<file path="src/rtl/ddr2_v10_1_sequencer_phy_mgr_arb.sv">
// ddr2_v10_1_sequencer_phy_mgr_arb
//   Two-master Avalon-MM arbiter in front of the sequencer PHY manager slave port.
//   m0 is the sequencer CPU, m1 the debug/JTAG master. Round-robin grant, one
//   transaction per grant, and a one-cycle deselect (RELEASE) after every
//   transaction so the PHY manager's DONE state can fall back to IDLE. A
//   per-transaction watchdog aborts a slave access that stalls too long.
// Ports
//   avl_clk, avl_reset        clock, synchronous active-high reset
//   m0_* / m1_*               Avalon-MM slave-side ports for the two masters
//   s_*                       Avalon-MM master-side port to the PHY manager
//   grant                     one-hot current owner, 00 outside GRANT
//   timeout_err               one-cycle pulse after a watchdog abort
module ddr2_v10_1_sequencer_phy_mgr_arb #(
    parameter int unsigned AVL_DATA_WIDTH = 32,
    parameter int unsigned AVL_ADDR_WIDTH = 16,
    parameter int unsigned TIMEOUT_WIDTH  = 16,
    parameter int unsigned TIMEOUT_CYCLES = 4096
) (
    input  logic                      avl_clk,
    input  logic                      avl_reset,

    input  logic [AVL_ADDR_WIDTH-1:0] m0_address,
    input  logic                      m0_read,
    input  logic                      m0_write,
    input  logic [AVL_DATA_WIDTH-1:0] m0_writedata,
    output logic [AVL_DATA_WIDTH-1:0] m0_readdata,
    output logic                      m0_waitrequest,

    input  logic [AVL_ADDR_WIDTH-1:0] m1_address,
    input  logic                      m1_read,
    input  logic                      m1_write,
    input  logic [AVL_DATA_WIDTH-1:0] m1_writedata,
    output logic [AVL_DATA_WIDTH-1:0] m1_readdata,
    output logic                      m1_waitrequest,

    output logic [AVL_ADDR_WIDTH-1:0] s_address,
    output logic                      s_read,
    output logic                      s_write,
    output logic [AVL_DATA_WIDTH-1:0] s_writedata,
    input  logic [AVL_DATA_WIDTH-1:0] s_readdata,
    input  logic                      s_waitrequest,

    output logic [1:0]                grant,
    output logic                      timeout_err
);

    typedef enum logic [1:0] {
        ST_IDLE,
        ST_GRANT,
        ST_RELEASE
    } state_t;

    localparam bit WD_EN = (TIMEOUT_CYCLES != 0);
    localparam logic [TIMEOUT_WIDTH-1:0] WD_LIMIT =
        WD_EN ? TIMEOUT_WIDTH'(TIMEOUT_CYCLES - 1) : '0;

    state_t                   state;
    state_t                   state_nxt;
    logic                     last;       // 1: m1 owned the port most recently
    logic [1:0]               grant_q;
    logic [TIMEOUT_WIDTH-1:0] wd_cnt;
    logic                     timeout_q;

    logic req0;
    logic req1;
    logic sel_m1;
    logic gnt_req;
    logic abort;

    assign req0    = m0_read | m0_write;
    assign req1    = m1_read | m1_write;
    // On a tie the master that did not own the port last wins.
    assign sel_m1  = req1 & (~req0 | ~last);
    assign gnt_req = grant_q[1] ? req1 : req0;
    assign abort   = WD_EN && (state == ST_GRANT) && gnt_req &&
                     s_waitrequest && (wd_cnt == WD_LIMIT);

    assign grant       = grant_q;
    assign timeout_err = timeout_q;

    // State register
    always_ff @(posedge avl_clk) begin
        if (avl_reset) state <= ST_IDLE;
        else           state <= state_nxt;
    end

    // Next-state logic
    always_comb begin
        state_nxt = state;
        unique case (state)
            ST_IDLE:    if (req0 | req1) state_nxt = ST_GRANT;
            ST_GRANT:   if (!s_waitrequest || abort || !gnt_req) state_nxt = ST_RELEASE;
            ST_RELEASE: state_nxt = ST_IDLE;
            default:    state_nxt = ST_IDLE;
        endcase
    end

    // Ownership, watchdog and error flag
    always_ff @(posedge avl_clk) begin
        if (avl_reset) begin
            last      <= 1'b1;
            grant_q   <= '0;
            wd_cnt    <= '0;
            timeout_q <= 1'b0;
        end else begin
            timeout_q <= abort;
            unique case (state)
                ST_IDLE: begin
                    if (req0 | req1) begin
                        grant_q <= sel_m1 ? 2'b10 : 2'b01;
                        last    <= sel_m1;
                    end
                end
                ST_GRANT: begin
                    if (state_nxt != ST_GRANT) begin
                        grant_q <= '0;
                        wd_cnt  <= '0;
                    end else if (s_waitrequest && (wd_cnt != '1)) begin
                        // saturate so a disabled watchdog never wraps
                        wd_cnt <= wd_cnt + TIMEOUT_WIDTH'(1);
                    end
                end
                default: ;
            endcase
        end
    end

    // Output logic: slave port and master responses
    always_comb begin
        s_address      = '0;
        s_read         = 1'b0;
        s_write        = 1'b0;
        s_writedata    = '0;
        m0_waitrequest = req0;
        m0_readdata    = '0;
        m1_waitrequest = req1;
        m1_readdata    = '0;
        if (state == ST_GRANT) begin
            if (grant_q[1]) begin
                s_address      = m1_address;
                s_read         = m1_read;
                s_write        = m1_write;
                s_writedata    = m1_writedata;
                m1_waitrequest = abort ? 1'b0 : s_waitrequest;
                m1_readdata    = abort ? '1 : s_readdata;
            end else begin
                s_address      = m0_address;
                s_read         = m0_read;
                s_write        = m0_write;
                s_writedata    = m0_writedata;
                m0_waitrequest = abort ? 1'b0 : s_waitrequest;
                m0_readdata    = abort ? '1 : s_readdata;
            end
        end
    end

endmodule

</file>
<file path="config.mk">
export PLATFORM = sky130hd
export DESIGN_NAME = ddr2_v10_1_sequencer_phy_mgr_arb
export DESIGN_NICKNAME = d
export VERILOG_FILES = /design/src/rtl/ddr2_v10_1_sequencer_phy_mgr_arb.sv
export SDC_FILE = /design/constraint.sdc
export NUM_CORES = 1
export LEC_CHECK = 0
export ABC_AREA = 1
export ABC_CLOCK_PERIOD_IN_PS = 2800
export CAP_MARGIN = 5
export CORE_MARGIN = 1.5
export CORE_UTILIZATION = 33
export CTS_BUF_LIST = sky130_fd_sc_hd__clkbuf_16
export DETAILED_ROUTE_END_ITERATION = 8
export PLACE_DENSITY = 0.83
export RECOVER_POWER = 50
export SLEW_MARGIN = 30
export SYNTH_ARGS = -nofsm -noshare
export SYNTH_HDL_FRONTEND = slang
export SYNTH_SLANG_ARGS = --single-unit
</file>
<file path="constraint.sdc">
create_clock -name avl_clk -period 2.8 [get_ports avl_clk]
set_input_delay 0.7 -clock avl_clk [delete_from_list [all_inputs] [get_ports avl_clk]]
set_output_delay 0.7 -clock avl_clk [all_outputs]
set_load 0.02 [all_outputs]
</file>
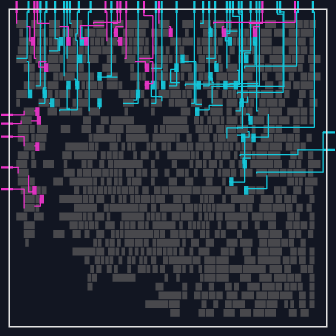
Fig. 1. Nets reached from selected ports (run 1).
legend:
  magenta:
    port: m0_address
    bits: 16
    direction: input
    edge: 11 top, 5 left
    end_cells: 16
    wire: 240 µm
  cyan:
    port: m0_writedata
    bits: 32
    direction: input
    edge: 30 top, 2 right
    end_cells: 32
    wire: 1,090 µm

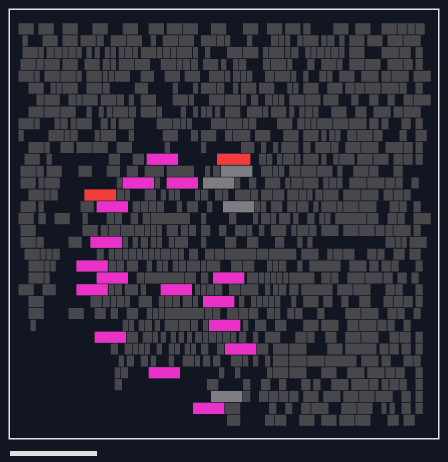
Fig. 2. Sequential cells colored by netlist name (run 1).
Scale bar: 20 µm. Other sequential cells in the stronger gray, the rest of the logic in the fainter gray.
legend:
  magenta:
    signal: wd_cnt
    flops: 16
  red:
    signal: grant
    flops: 2
not colored: 4

==> flow_summary.yaml, run 1 <==
# physical design summary
synth:
  yosys_cells: 500
  top_area_cell: "nand2_1"
  synth_cells: 500
  synth_nets: 636
  syn_area_um2: 2990
  ys_seq_share_pct: 14.7
  synth.yosys.chip_area_um2: 2990
  synth_flops: 22
  yosys.area.top_type_share_pct: 20.6
global_route:
  grt_busiest_layer: "met2"
  grt_overflow_total: 0
  use_met2_pct: 49.1
  first_global_vias: 4193
  grt_usage_pct: 27.9
placement:
  pre_cts_slack_ps: -800
  post_dp_cell_area_um2: 5940
  gp_congestion: 1.04
routing:
  num_vias: 4375
  first_iter_violations: 265
  met1_length_mm: 5.24
  detail_route.wl_per_cell_um: 15.9
  met2_length_mm: 6.86
  drtAntennaViolNets: 0
  drt_first_pass_iters: 5
setup_path:
  crit_start: "m1_writedata[28]"
  worst_path_max_delay_cell: "clkdlybuf4s50_1"
  startpoint_type: "input port"
  rr_startpoint: "wd_cnt[0]$_SDFFE_PP0P_"
  crit_fanout: 1
  reg2regPathDepth: 11
  cp_common_cell: "clkdlybuf4s50_1"
  crit_path_end_kind: "output port"
final_timing:
  slew-limit-headroom_pct: 67.9
  fin_crit_ps: 2770
  setup_viol: 0
finish:
  largest_reg_flops: 16
  finalNonFillerCells: 890
  layout.cells.most_common: "nand2_1"
  nNetsFinal: 919
  design_area_um2: 5680
  logic_area_um2: 2300
  areaGrowthSynthToFinish_pct: 90.1
run_status:
  status: "completed"
cts:
  cts.sink_count: 22
  cts_tree: "done"
die:
  core_um2: 8760
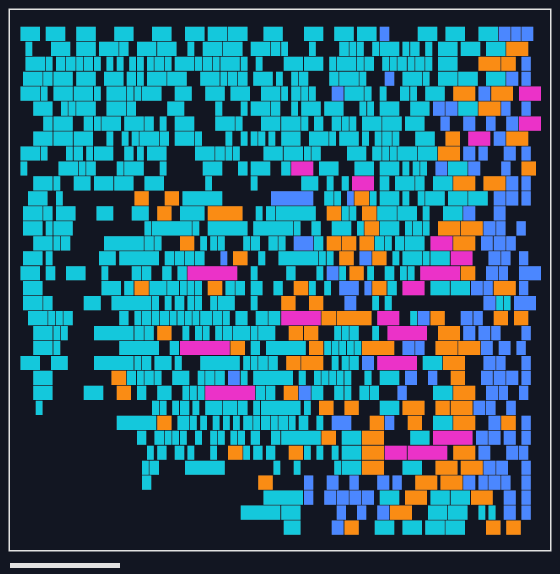
Fig. 3. Cell sizes after repair (run 1).
Scale bar: 20 µm.
legend:
  blue:
    size: _2 cells
    cells: 127
    most_used: nor2_2
  orange:
    size: _3 and _4 cells
    cells: 89
    most_used: buf_4
  cyan:
    size: _0 and _1 cells
    cells: 547
    most_used: nand2_1
  magenta:
    size: _6 and larger
    cells: 19
    most_used: buf_6

[run 1: timing repair]
action                     4_1_cts  5_1_grt
resized                        307       29
cloned                           1        0
pin swaps                        4        8
buffers inserted                 4        1
setup endpoints to repair       76       87
[run 1: power by group]
group	switching [mW]	total, mW	internal (mW)
Clock	0.115	0.305	0.191
Sequential	0.00626	0.329	0.323
Combinational	0.550	0.985	0.436
[run 1: worst min path at each step]
stage	depth (start not counted)	end	from
floorplan	2	last$_SDFFE_PP1P_	last$_SDFFE_PP1P_
global placement	2	last$_SDFFE_PP1P_	last$_SDFFE_PP1P_
detailed placement	2	grant[0]$_SDFFE_PP0P_	grant[0]$_SDFFE_PP0P_
CTS	2	grant[0]$_SDFFE_PP0P_	grant[0]$_SDFFE_PP0P_
global route	2	grant[0]$_SDFFE_PP0P_	grant[0]$_SDFFE_PP0P_
finish	2	grant[0]$_SDFFE_PP0P_	grant[0]$_SDFFE_PP0P_
[run 1: kinds of logic (layout without fill, tap and decap cells)]
family	after synthesis	count (layout)	share of synthesized area (%)
compound gates	85	85	14.5
fa+ha+maj	1	1	0.419
flops	22	22	14.7
buf+inv	52	334	9.08
xor+xnor	7	7	2.05
simple gates	333	333	59.2
[run 1: cell type report]
type	count	share of cell area (%)
Timing Repair Buffer	310	46.7
Multi-Input combinational cell	426	40.4
Sequential cell	22	7.77
Tap cell	108	2.38
Clock buffer	3	1.32
Inverter	20	1.32
Clock inverter	1	0.0661
[run 1: synth_stat cells, drive strengths merged]
library cell,n
o21ai,3
buf,13
clkinv,1
nor3,3
nand4,8
o21bai,2
xor2,6
inv,19
clkbuf,19
dfxtp,22
nor2,126
nand3,30
ha,1
a21oi,80
nand2,166
xnor2,1
[run 1: worst max-delay path, delay by kind of cell]
kind	cells	cell delay, ps
simple gates	1	50
buf+inv	2	1150
compound gates	1	160
==> inputs of run 2 (changes only) <==
Settings changed: CTS_BUF_LIST sky130_fd_sc_hd__clkbuf_16 to sky130_fd_sc_hd__clkbuf_4.
==> run 2 against run 1 <==
Effect of this change: clock skew increased by 9.6 ps; fmax is 0.78% higher; combinational power about the same; largest cell class unchanged; largest power group unchanged.
==> flow_summary.yaml, run 2 <==
# physical design summary
run_status:
  status: "completed"
synth:
  aoi_share_pct: 14.5
  yosys.area.top_type_share_pct: 20.6
  yosys_cells: 500
  syn_area_um2: 2990
  common_cells: "164 x nand2_1, 80 x a21oi_1, 61 x nor2_2"
  top_area_cell: "nand2_1"
  ys_sh_simple_pct: 59.2
  ys_sh_mux_pct: 0
  synth.yosys.chip_area_um2: 2990
  synth_nets: 636
  synth_flops: 22
  ys_seq_share_pct: 14.7
  logic_family: "simple AND/OR/NAND/NOR gates"
setup_path:
  crit_fanout: 1
  rr_startpoint: "wd_cnt[0]$_SDFFE_PP0P_"
  reg2regPathDepth: 11
  startpoint_type: "input port"
  cp_common_cell: "clkdlybuf4s50_1"
final_timing:
  fin_crit_ps: 2750
routing:
  detail_route.wl_per_cell_um: 15.9
  drtAntennaViolNets: 0
  drt_first_pass_iters: 6
  met2_length_mm: 6.86
  num_vias: 4404
finish:
  design_area_um2: 5640
  nNetsFinal: 919
  layout.cells.most_common: "nand2_1"
worst_hold_path:
  hold_path_depth: 2
global_route:
  grt_busiest_layer: "met2"
  first_global_vias: 4179
  grt_overflow_total: 0
cts:
  cts.sink_count: 22
die:
  core_um2: 8760
placement:
  pre_cts_slack_ps: -800
==> run 2: cell counts after synthesis <==
No cell type changed its count.
==> run 2: cell families after synthesis <==
kind of cell | Yosys count
xor gates and xnor gates | 7
AOI/OAI and AO/OA | 85
buffers and inverters | 52
and+or+nand+nor | 333
adders and majority gates | 1
DFF | 22
==> run 2: worst min path at each step <==
stage | startpoint | end | slack, ps
after global placement | last$_SDFFE_PP1P_ | last$_SDFFE_PP1P_ | 450
after global routing | grant[0]$_SDFFE_PP0P_ | grant[0]$_SDFFE_PP0P_ | 520
after CTS | grant[0]$_SDFFE_PP0P_ | grant[0]$_SDFFE_PP0P_ | 490
final | grant[0]$_SDFFE_PP0P_ | grant[0]$_SDFFE_PP0P_ | 470
after floorplan | last$_SDFFE_PP1P_ | last$_SDFFE_PP1P_ | 430
after detailed placement | grant[0]$_SDFFE_PP0P_ | grant[0]$_SDFFE_PP0P_ | 460
==> run 2: repair_timing <==
item,4_1_cts,5_1_grt
endpoints found under the setup margin,80,83
setup buffers,4,1
gates resized,310,31
pin swaps,4,6
cloned,1,0
==> run 2: area by class of cell <==
type                            count  area (µm²)
Sequential cell                    22         443
Clock buffer                        3        22.5
Multi-Input combinational cell    426        2290
Tap cell                          108         135
Clock inverter                      1        3.75
Timing Repair Buffer              310        2670
Inverter                           20        75.1
Fill cell                         808        3120
==> run 2: worst reg2reg max path, cell delays in order, from the launching register on <==
cell and delay, ps:
dfxtp_2 340, ha_1 230, nand3_4 130, clkbuf_2 180, inv_1 80, nand2_1 120, nor2_1 90, nor3_1 290
inv_1 350, nand2_1 460, nand2_1 120, a21oi_1 140
==> run 2: where the power goes <==
group	total [mW]	switching, mW	internal [mW]
sequential	0.329	0.00645	0.323
clock	0.149	0.0974	0.0520
combinational	0.985	0.547	0.438
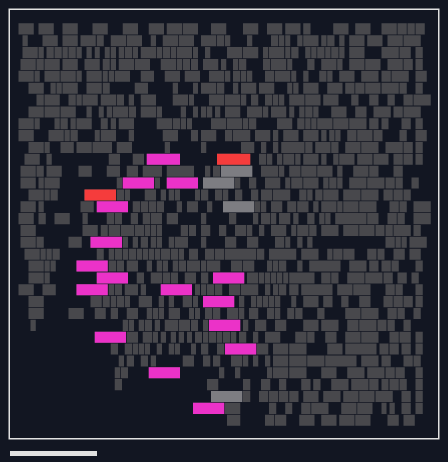
Fig. 4. Sequential cells colored by netlist name (run 2).
Scale bar: 20 µm. Other sequential cells in the stronger gray, the rest of the logic in the fainter gray.
legend:
  red:
    signal: grant
    flops: 2
  magenta:
    signal: wd_cnt
    flops: 16

Power and IR drop assume default switching activity.
